===== config.mk =====
export PLATFORM = sky130hd
export DESIGN_NAME = input_buffer_logic
export DESIGN_NICKNAME = d
export VERILOG_FILES = /design/src/rtl/input_buffer_logic.sv
export SDC_FILE = /design/constraint.sdc
export NUM_CORES = 1
export LEC_CHECK = 0
export ABC_CLOCK_PERIOD_IN_PS = 3560
export CAP_MARGIN = 20
export CORE_ASPECT_RATIO = 0.8
export CORE_MARGIN = 4
export CORE_UTILIZATION = 40
export CTS_BUF_LIST = sky130_fd_sc_hd__clkbuf_2
export DETAILED_ROUTE_END_ITERATION = 16
export GPL_TIMING_DRIVEN = 0
export SLEW_MARGIN = 20
export SYNTH_ARGS = -nofsm -noshare
export SYNTH_HDL_FRONTEND = slang
export SYNTH_SLANG_ARGS = --single-unit

===== constraint.sdc =====
create_clock -name clock -period 3.56 [get_ports clock]
set_clock_uncertainty 0.15 [all_clocks]
set_input_delay 0.534 -clock clock [delete_from_list [all_inputs] [get_ports clock]]
set_output_delay 0.534 -clock clock [all_outputs]
set_load 0.1 [all_outputs]

===== src/rtl/input_buffer_logic.sv =====
// rtl/input_buffer_logic.sv - serial byte-to-packet assembler feeding a FWFT packet queue
// Optional IB_FRAME_CHECK_EN: a gap mid-packet drops the partial packet and pulses frame_err.

package input_buffer_logic_pkg;
  typedef logic [3:0][7:0] pkt_t;
endpackage

module input_buffer_logic
  import input_buffer_logic_pkg::*;
#(
  parameter int DEPTH = 4
) (
  input  logic       clock,
  input  logic       reset_n,
  input  logic [7:0] payload_inbound,
  input  logic       put_inbound,
  output logic       ready_inbound,
  output pkt_t       pkt_out,
  output logic       pkt_avail,
  input  logic       read_pkt,
  output logic       full,
  output logic       overflow,
  output logic       frame_err
);

  localparam int AW = $clog2(DEPTH);
  localparam int CW = AW + 1;
  localparam logic [CW-1:0] DEPTH_C  = CW'(DEPTH);
  localparam logic [CW:0]   DEPTH_CX = (CW + 1)'(DEPTH);

  typedef enum logic {
    IDLE     = 1'b0,
    ASSEMBLE = 1'b1
  } state_t;

  state_t          state;
  state_t          state_nxt;
  logic [1:0]      byte_cnt;
  pkt_t            asm_pkt;
  pkt_t            commit_pkt;
  logic            capture;
  logic            commit;
  logic            frame_drop;

  logic [AW-1:0]   wr_ptr;
  logic [AW-1:0]   rd_ptr;
  logic [CW-1:0]   count;
  logic [CW:0]     pending;
  logic            pop;
  logic            push;
  logic            drop;
  pkt_t            mem [DEPTH];

  always_ff @(posedge clock or negedge reset_n) begin
    if (!reset_n) begin
      state <= IDLE;
    end else begin
      state <= state_nxt;
    end
  end

  always_comb begin
    state_nxt = state;
    case (state)
      IDLE: begin
        if (put_inbound) state_nxt = ASSEMBLE;
      end
      ASSEMBLE: begin
        if (commit) state_nxt = IDLE;
`ifdef IB_FRAME_CHECK_EN
        if (!put_inbound) state_nxt = IDLE;
`endif
      end
      default: state_nxt = IDLE;
    endcase
  end

  always_comb begin
    capture    = 1'b0;
    commit     = 1'b0;
    frame_drop = 1'b0;
    case (state)
      IDLE: begin
        capture = put_inbound;
      end
      ASSEMBLE: begin
        capture = put_inbound;
        commit  = put_inbound && (byte_cnt == 2'd3);
`ifdef IB_FRAME_CHECK_EN
        frame_drop = !put_inbound;
`endif
      end
      default: ;
    endcase
  end

  // The fourth byte bypasses the assembly register so the packet commits on the same edge.
  always_comb begin
    commit_pkt    = asm_pkt;
    commit_pkt[0] = payload_inbound;
  end

  always_ff @(posedge clock or negedge reset_n) begin
    if (!reset_n) begin
      byte_cnt  <= 2'd0;
      asm_pkt   <= '0;
      frame_err <= 1'b0;
    end else begin
      frame_err <= frame_drop;
      if (commit || frame_drop) begin
        byte_cnt <= 2'd0;
        asm_pkt  <= '0;
      end else if (capture) begin
        asm_pkt[2'd3 - byte_cnt] <= payload_inbound;
        byte_cnt                 <= byte_cnt + 2'd1;
      end
    end
  end

  assign pkt_avail = (count != '0);
  assign full      = (count == DEPTH_C);
  assign pop       = read_pkt && pkt_avail;
  assign push      = commit && (!full || pop);
  assign drop      = commit && full && !pop;

  assign pending       = {1'b0, count} + {{CW{1'b0}}, (state == ASSEMBLE)};
  assign ready_inbound = (pending < DEPTH_CX);

  // DEPTH is a power of two, so plain increments wrap DEPTH-1 back to 0.
  always_ff @(posedge clock or negedge reset_n) begin
    if (!reset_n) begin
      wr_ptr   <= '0;
      rd_ptr   <= '0;
      count    <= '0;
      overflow <= 1'b0;
    end else begin
      overflow <= drop;
      if (push) wr_ptr <= wr_ptr + 1'b1;
      if (pop)  rd_ptr <= rd_ptr + 1'b1;
      case ({push, pop})
        2'b10:   count <= count + 1'b1;
        2'b01:   count <= count - 1'b1;
        default: count <= count;
      endcase
    end
  end

  always_ff @(posedge clock) begin
    if (push) mem[wr_ptr] <= commit_pkt;
  end

  assign pkt_out = pkt_avail ? mem[rd_ptr] : '0;

endmodule


run_1/m4.png
Scale bar: 50 um.
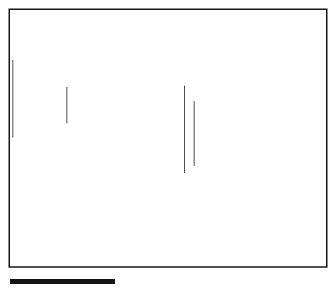
The layer carries 126 um of wire. The wires run mostly vertical. The longest straight run is 41.5 um. The layer holds 1.0% of the routed length.
vias: 3397
final WL: 12470 um

run_1/gates.png
Scale bar: 50 um.
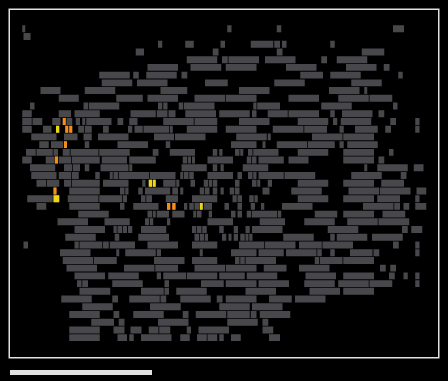
nor cells: shown in yellow, cells 5, most used nor2_1. inv cells: shown in orange, cells 8, most used inv_1, where middle left.
Commonest Layout Cell: edfxtp_1
logic share of the area: 21.56%
Post-Layout Cell Count: 675

==> summary.txt, run 1 <==
XOR/XNOR Fraction of Synth Area = 1.055%
Clock buffer count = 20
Die W = 150.8 um
R2R Setup Slk = 1.02 ns
H-tree levels = 4
Setup TNS = 0 ns
Seq share, synth = 72.34%
Slowest cell on crit path = clkdlybuf4s15_1
Syn avg cell area = 17.44 um^2
Share of async-settable or async-resettable flops after synthesis = 21.47%
Clk slew on worst S/H paths = 0.22 ns
CP Capture Type = output pin
First-pass GRT wire length = 19690 um
Top sig layer = met4
Met3 wire length = 705 um
Ports = 49
Cell Type Count = 29
Area grow syn2layout = 15.48%
Slew @ Worst Pin = 0.9730 ns
Filler Cells Inserted = 1394
Top logic cells by instance count in the layout = 128 x edfxtp_1, 35 x dfrtp_1, 33 x and2_1
Residual DRC = 0
Status = complete, no violations
Vias in the first global route = 3461
Largest net degree at the start of global routing = 32
run_1/class_map.png
Scale bar: 50 um. Fill, decap, tap and diode cells in grey.
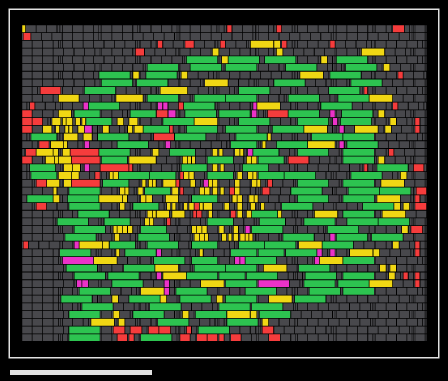
sequential cells: shown in green, cells 163, share of their area 65%. remaining logic cells: shown in yellow, cells 188, share of their area 23%. clock drivers and dummy loads: shown in magenta, cells 32, share of their area 3.0%. remaining buffers and delay cells: shown in red, cells 76, share of their area 9.3%.
Core Region: 15900 um^2
floorplan row count: 41
post-layout instance area: 7533 um^2
flop share of the area: 62.65%

run_1/layers.png
Scale bar: 50 um.
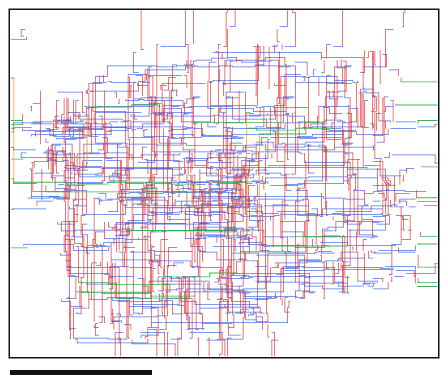

==> run 2: changes to the inputs <==
Settings changed: SLEW_MARGIN 20 to 25.
run_2/layers.png
Scale bar: 50 um.
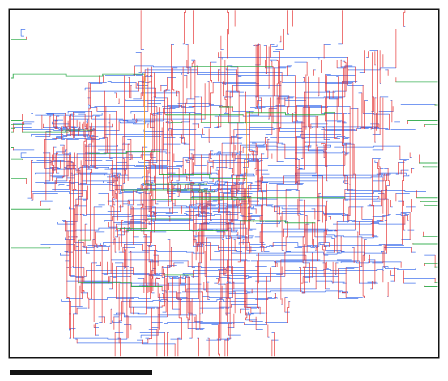
M4: shown in orange, wire length 76.8 um. M1: shown in blue, wire length 5640 um. M2: shown in red, wire length 5980 um. M3: shown in green, wire length 668 um.
DR WL/cell: 18.37 um
GRT Total Usage: 14.66%

==> summary.txt, run 2 <==
Top sig layer = met4
R2R Setup Slk = 1.00 ns (-0.02 ns)
Syn avg cell area = 17.44 um^2 (unchanged)
Flop share of the area = 61.44% (-1.2 points)
Cell Type Count = 29 (unchanged)
Final Hold Fails = 0
H-tree levels = 4 (unchanged)
Final WL = 12370 um (-0.82%)
Top logic cells by instance count in the layout = 128 x edfxtp_1, 35 x dfrtp_1, 33 x and2_1
Filler Cells Inserted = 1381 (-0.93%)
Core Region = 15900 um^2 (unchanged)
CP startpoint = rd_ptr[1]
Floorplan row count = 41 (unchanged)
Status = complete, no violations
Share of async-settable or async-resettable flops after synthesis = 21.47% (unchanged)
Setup TNS = 0 ns (unchanged)
N_taps = 215
Area grow syn2layout = 17.74%
Residual DRC = 0 (unchanged)
Die W = 150.8 um (unchanged)
Post-layout instance area = 7681 um^2 (+2.0%)
Clk slew on worst S/H paths = 0.23 ns (about the same)
WL met2 = 5980 um
Vias in the first global route = 3504 (+1.2%)
Vias = 3405 (+0.24%)
Ports = 49 (unchanged)
Commonest Layout Cell = edfxtp_1
XOR/XNOR Fraction of Synth Area = 1.055% (unchanged)
Largest net degree at the start of global routing = 31 (-3.1%)
First-pass GRT wire length = 19680 um (about the same)
Seq share, synth = 72.34% (unchanged)
Root Buffer = clkbuf_2
CP Capture Type = output pin
CTS Hold Bufs = 2
==> run 3: changes to the inputs <==
Settings changed: CTS_CLUSTER_DIAMETER set to 40.
run_3/layers.png
Scale bar: 50 um.
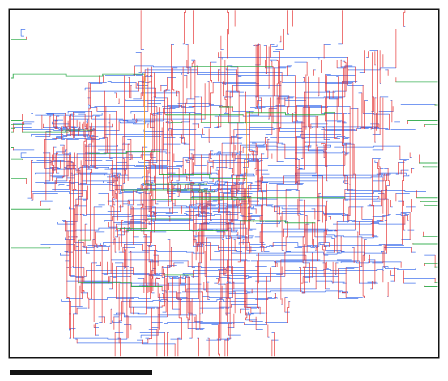
M3: shown in green, wire length 668 um. M4: shown in orange, wire length 76.8 um. M1: shown in blue, wire length 5640 um. M2: shown in red, wire length 5980 um.
final WL: 12370 um
vias: 3405

==> summary.txt, run 3 <==
Top-area cell share = 58.92%
GRT Total Usage = 14.66% (unchanged)
Syn Std Cell Area = 6524 um^2
Root Buffer = clkbuf_2
Logic area = 1629 um^2
DR WL/cell = 18.37 um (unchanged)
N_taps = 215 (unchanged)
Floorplan row count = 41 (unchanged)
Area grow syn2layout = 17.74% (unchanged)
Top sig layer = met4
First-pass GRT wire length = 19680 um (unchanged)
Top logic cells by instance count in the layout = 128 x edfxtp_1, 35 x dfrtp_1, 33 x and2_1
Seq share, synth = 72.34% (unchanged)
Commonest Layout Cell = edfxtp_1
Vias in the first global route = 3504 (unchanged)
WL met2 = 5980 um (unchanged)
Residual DRC = 0 (unchanged)
CP startpoint = rd_ptr[1]
Setup TNS = 0 ns (unchanged)
Largest net degree at the start of global routing = 31 (unchanged)
H-tree levels = 4 (unchanged)
Clk slew on worst S/H paths = 0.23 ns (about the same)
WS Path Type = reg2out
Cell Type Count = 29 (unchanged)
CP Capture Type = output pin
Flop share of the area = 61.44% (unchanged)
Share of async-settable or async-resettable flops after synthesis = 21.47% (unchanged)
Core Region = 15900 um^2 (unchanged)
CTS Hold Bufs = 2 (unchanged)
XOR/XNOR Fraction of Synth Area = 1.055% (unchanged)
Filler Cells Inserted = 1381 (unchanged)
Status = complete, no violations
MUX share of area = 11.28%
Ports = 49 (unchanged)
R2R Setup Slk = 1.00 ns (about the same)
Syn avg cell area = 17.44 um^2 (unchanged)
Final Hold Fails = 0 (unchanged)
Top logic family = multiplexers
Die W = 150.8 um (unchanged)
Post-layout instance area = 7681 um^2 (unchanged)
